### Signal wires on met2

Scale bar: 10 um.
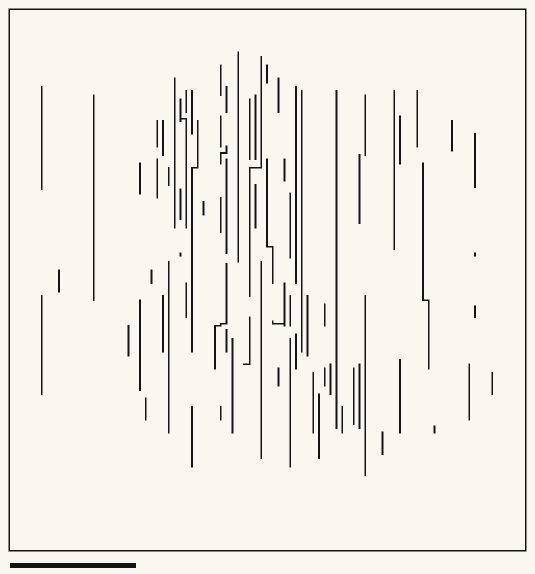
### The metal 3 layer

Scale bar: 10 um.
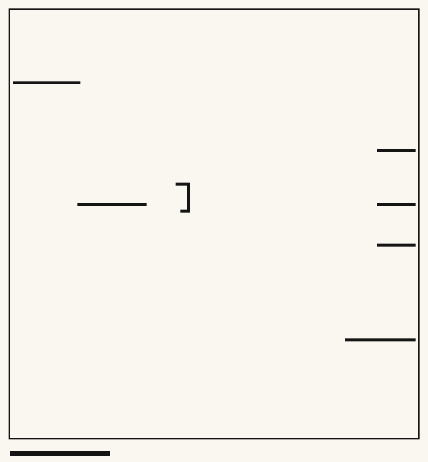
### Placed cells, one colour a class

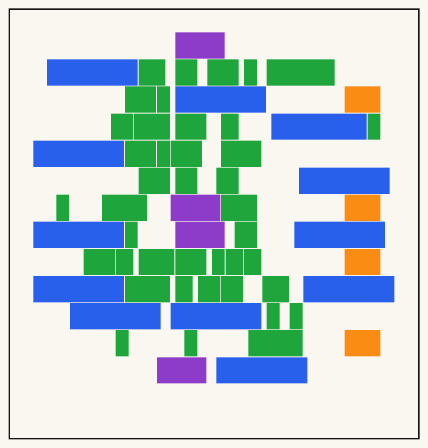
### Cell density map

The die is cut into 8 by 9 equal tiles; white is low, dark blue is high, 0 to 100% covered.
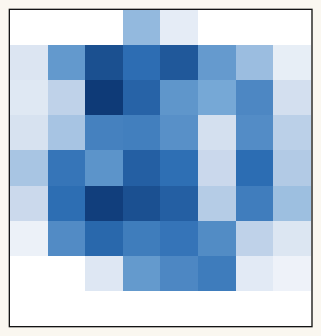
==> config.mk <==
export PLATFORM = sky130hd
export DESIGN_NAME = i2c_fclk
export DESIGN_NICKNAME = d
export VERILOG_FILES = /design/src/rtl/i2c_fclk.sv
export SDC_FILE = /design/constraint.sdc
export NUM_CORES = 1
export LEC_CHECK = 0
export ABC_AREA = 0
export ABC_CLOCK_PERIOD_IN_PS = 2750
export CAP_MARGIN = 30
export CORE_AREA = 2 2 39 41
export CTS_BUF_LIST = sky130_fd_sc_hd__clkbuf_8 sky130_fd_sc_hd__clkbuf_16
export CTS_CLUSTER_SIZE = 14
export DETAILED_ROUTE_END_ITERATION = 7
export DIE_AREA = 0 0 41 43
export PLACE_DENSITY = 0.7
export SKIP_LAST_GASP = 1
export SLEW_MARGIN = 15
export SYNTH_ARGS = -nofsm -noshare
export SYNTH_HDL_FRONTEND = slang
export SYNTH_SLANG_ARGS = --single-unit
==> constraint.sdc <==
create_clock -name clk -period 2.75 [get_ports clk]
set_input_delay 0.4125 -clock clk [delete_from_list [all_inputs] [get_ports clk]]
set_output_delay 0.4125 -clock clk [all_outputs]
set_load 0.02 [all_outputs]
==> Changelog: implementation <==
## Flow update

* Tmin final at between 1500 and 2000 ps
* Root Buffer: clkbuf_8
* Final-layout fill cell count at between 100 and 150
* Initial antenna violation count at 0
* Routed WL per cell at 12.8 um
* Chip footprint at approximately 1800 sq um
* Post-Syn Area at 632 sq um
* Final Skew at 3.07 ps
* Cell count along the critical path at 1
* Global-route wire length before repair at 1.70 mm
* Int Pwr at 0.305 mW
* # IOs at 5
* Seq share, synth at between 40 and 50%
* Critical Path Fanout Max at 2
* Cells along the critical path: clkdlybuf4s50_1
* Crit path max-delay family: buffers and inverters
* Dpl ws at approximately 1200 ps
* Clock power frac at 51.8%
* Postcts setup bufs at 0
* HPWL after detailed placement at 696 um
* Critical Path Start Type: flip-flop
* Mean Syn Cell Area at 11.1 sq um
* FMAX at 565 MHz
* Ys Warns at 0
* Crit share post-route at 64.3%
* Total CTS buffers at 3
* Synthesis-stage register bit count at 12
* Buffers on Ports at 4
* Num Clock Sinks at 12
* CP Data Arrival Time at ~1400 ps
* Status: completed
* DR pass1 iterations at 4
* PwrDens at approximately 530 nW/um^2
* CTS tree: yes
* Final setup fails at 0
* Combinational power share at 1.2%
* Slew HR at around 65%
* Max VDD drop at roughly 0.3 mV
* P_sw at roughly 0.072 mW
* Synth top cell by count: dfrtp_1
* Final Hold Fails at 0
* Met1 usage at between 20% and 30%
* Switching Share at 19.0%
* Ys cells at ~57
* EDFF count, synth at 0
* Combinational power at 0.00444 mW
* Max stage delay on crit path at 590 ps
* Vias in the first global route at approximately 380
Back to the opening pictures, 'Signal wires on met2':
share of all routed wire: 47%
wire length on this layer: 463 um
longest straight run: 26.9 um
main direction: vertical
GR Util met2: 19.7%
final WL: 985 um
Vias: 411

Back to the opening pictures, 'The metal 3 layer':
share of all routed wire: 3.6%
longest straight run: 6.80 um
wire length on this layer: 35.2 um
nets with wire on the layer: 6
main direction: horizontal
met3 Usage GRT: 3.14%

Back to the opening pictures, 'Placed cells, one colour a class':
[orange] other buffers and delay cells | cells: 4
[green] all other logic | cells: 41
[purple] clock drivers and dummy loads | cells: 4
[blue] flip-flops | cells: 12
core footprint: 1380 sq um
flop share of the area: 42.4%
Core Util, Final: 51.4%
Post-Layout Inst Area: 712 sq um
placement row count: 14

Back to the opening pictures, 'Cell density map':
tiles over 75% full: 17%
emptiest ninth of the die: lower left
nearly empty tiles: 22%
Pre-Place Util: 45.7%

[logic make-up after synthesis]
family | after synthesis | share of synthesized area (%)
AND-OR/OR-AND | 11 | 16.0
XOR/XNOR | 2 | 2.77
adder cells (fa/ha/maj) | 2 | 3.96
buffers and inverters | 11 | 9.70
flip-flops | 12 | 47.7
AND/OR/NAND/NOR | 19 | 19.8
[layout make-up]
type / count / area [sq um] / share of cell area (%)
tap: 16 / 20.0 / 2.81
sequential: 12 / 302 / 42.4
clock buffer: 4 / 55.1 / 7.73
timing repair buffer: 4 / 40.0 / 5.62
multi-input combinational: 34 / 269 / 37.8
inverter: 7 / 26.3 / 3.69
[placed cells by master, fill, tap and decap left out]
cell type / synthesis / layout
nor2_1: 2 / 2
nand2_1: 2 / 2
a22o_1: 1 / 1
a21o_1: 1 / 1
and3_4: 1 / 1
ha_1: 2 / 2
a211o_1: 1 / 1
a21oi_1: 1 / 1
a311oi_1: 1 / 1
xnor2_1: 1 / 1
inv_1: 7 / 7
and4_2: 1 / 1
o2111ai_1: 1 / 1
nor4b_1: 1 / 1
o21ai_0: 2 / 2
and3b_1: 1 / 1
nand3_2: 1 / 1
nand3_1: 2 / 2
dfrtp_1: 11 / 11
clkdlybuf4s50_1: 0 / 4
nor2b_1: 3 / 3
o21bai_4: 1 / 1
dfstp_2: 1 / 1
and3_1: 2 / 2
a41o_1: 1 / 1
clkbuf_8: 0 / 4
xor2_1: 1 / 1
or3_1: 1 / 1
nand4_1: 1 / 1
nand3b_1: 1 / 1
o221ai_2: 1 / 1
[per-layer routing]
| layer | part of all wire [%] | wire length, um | vias up |
|---|---|---|---|
| met5 | 0 | 0 | - |
| met4 | 1.2 | 12 | 0 |
| met3 | 3.6 | 35 | 2 |
| met2 | 47 | 462 | 7 |
| met1 | 48 | 476 | 194 |
| li1 | - | - | 208 |
Power and IR drop assume default switching activity.
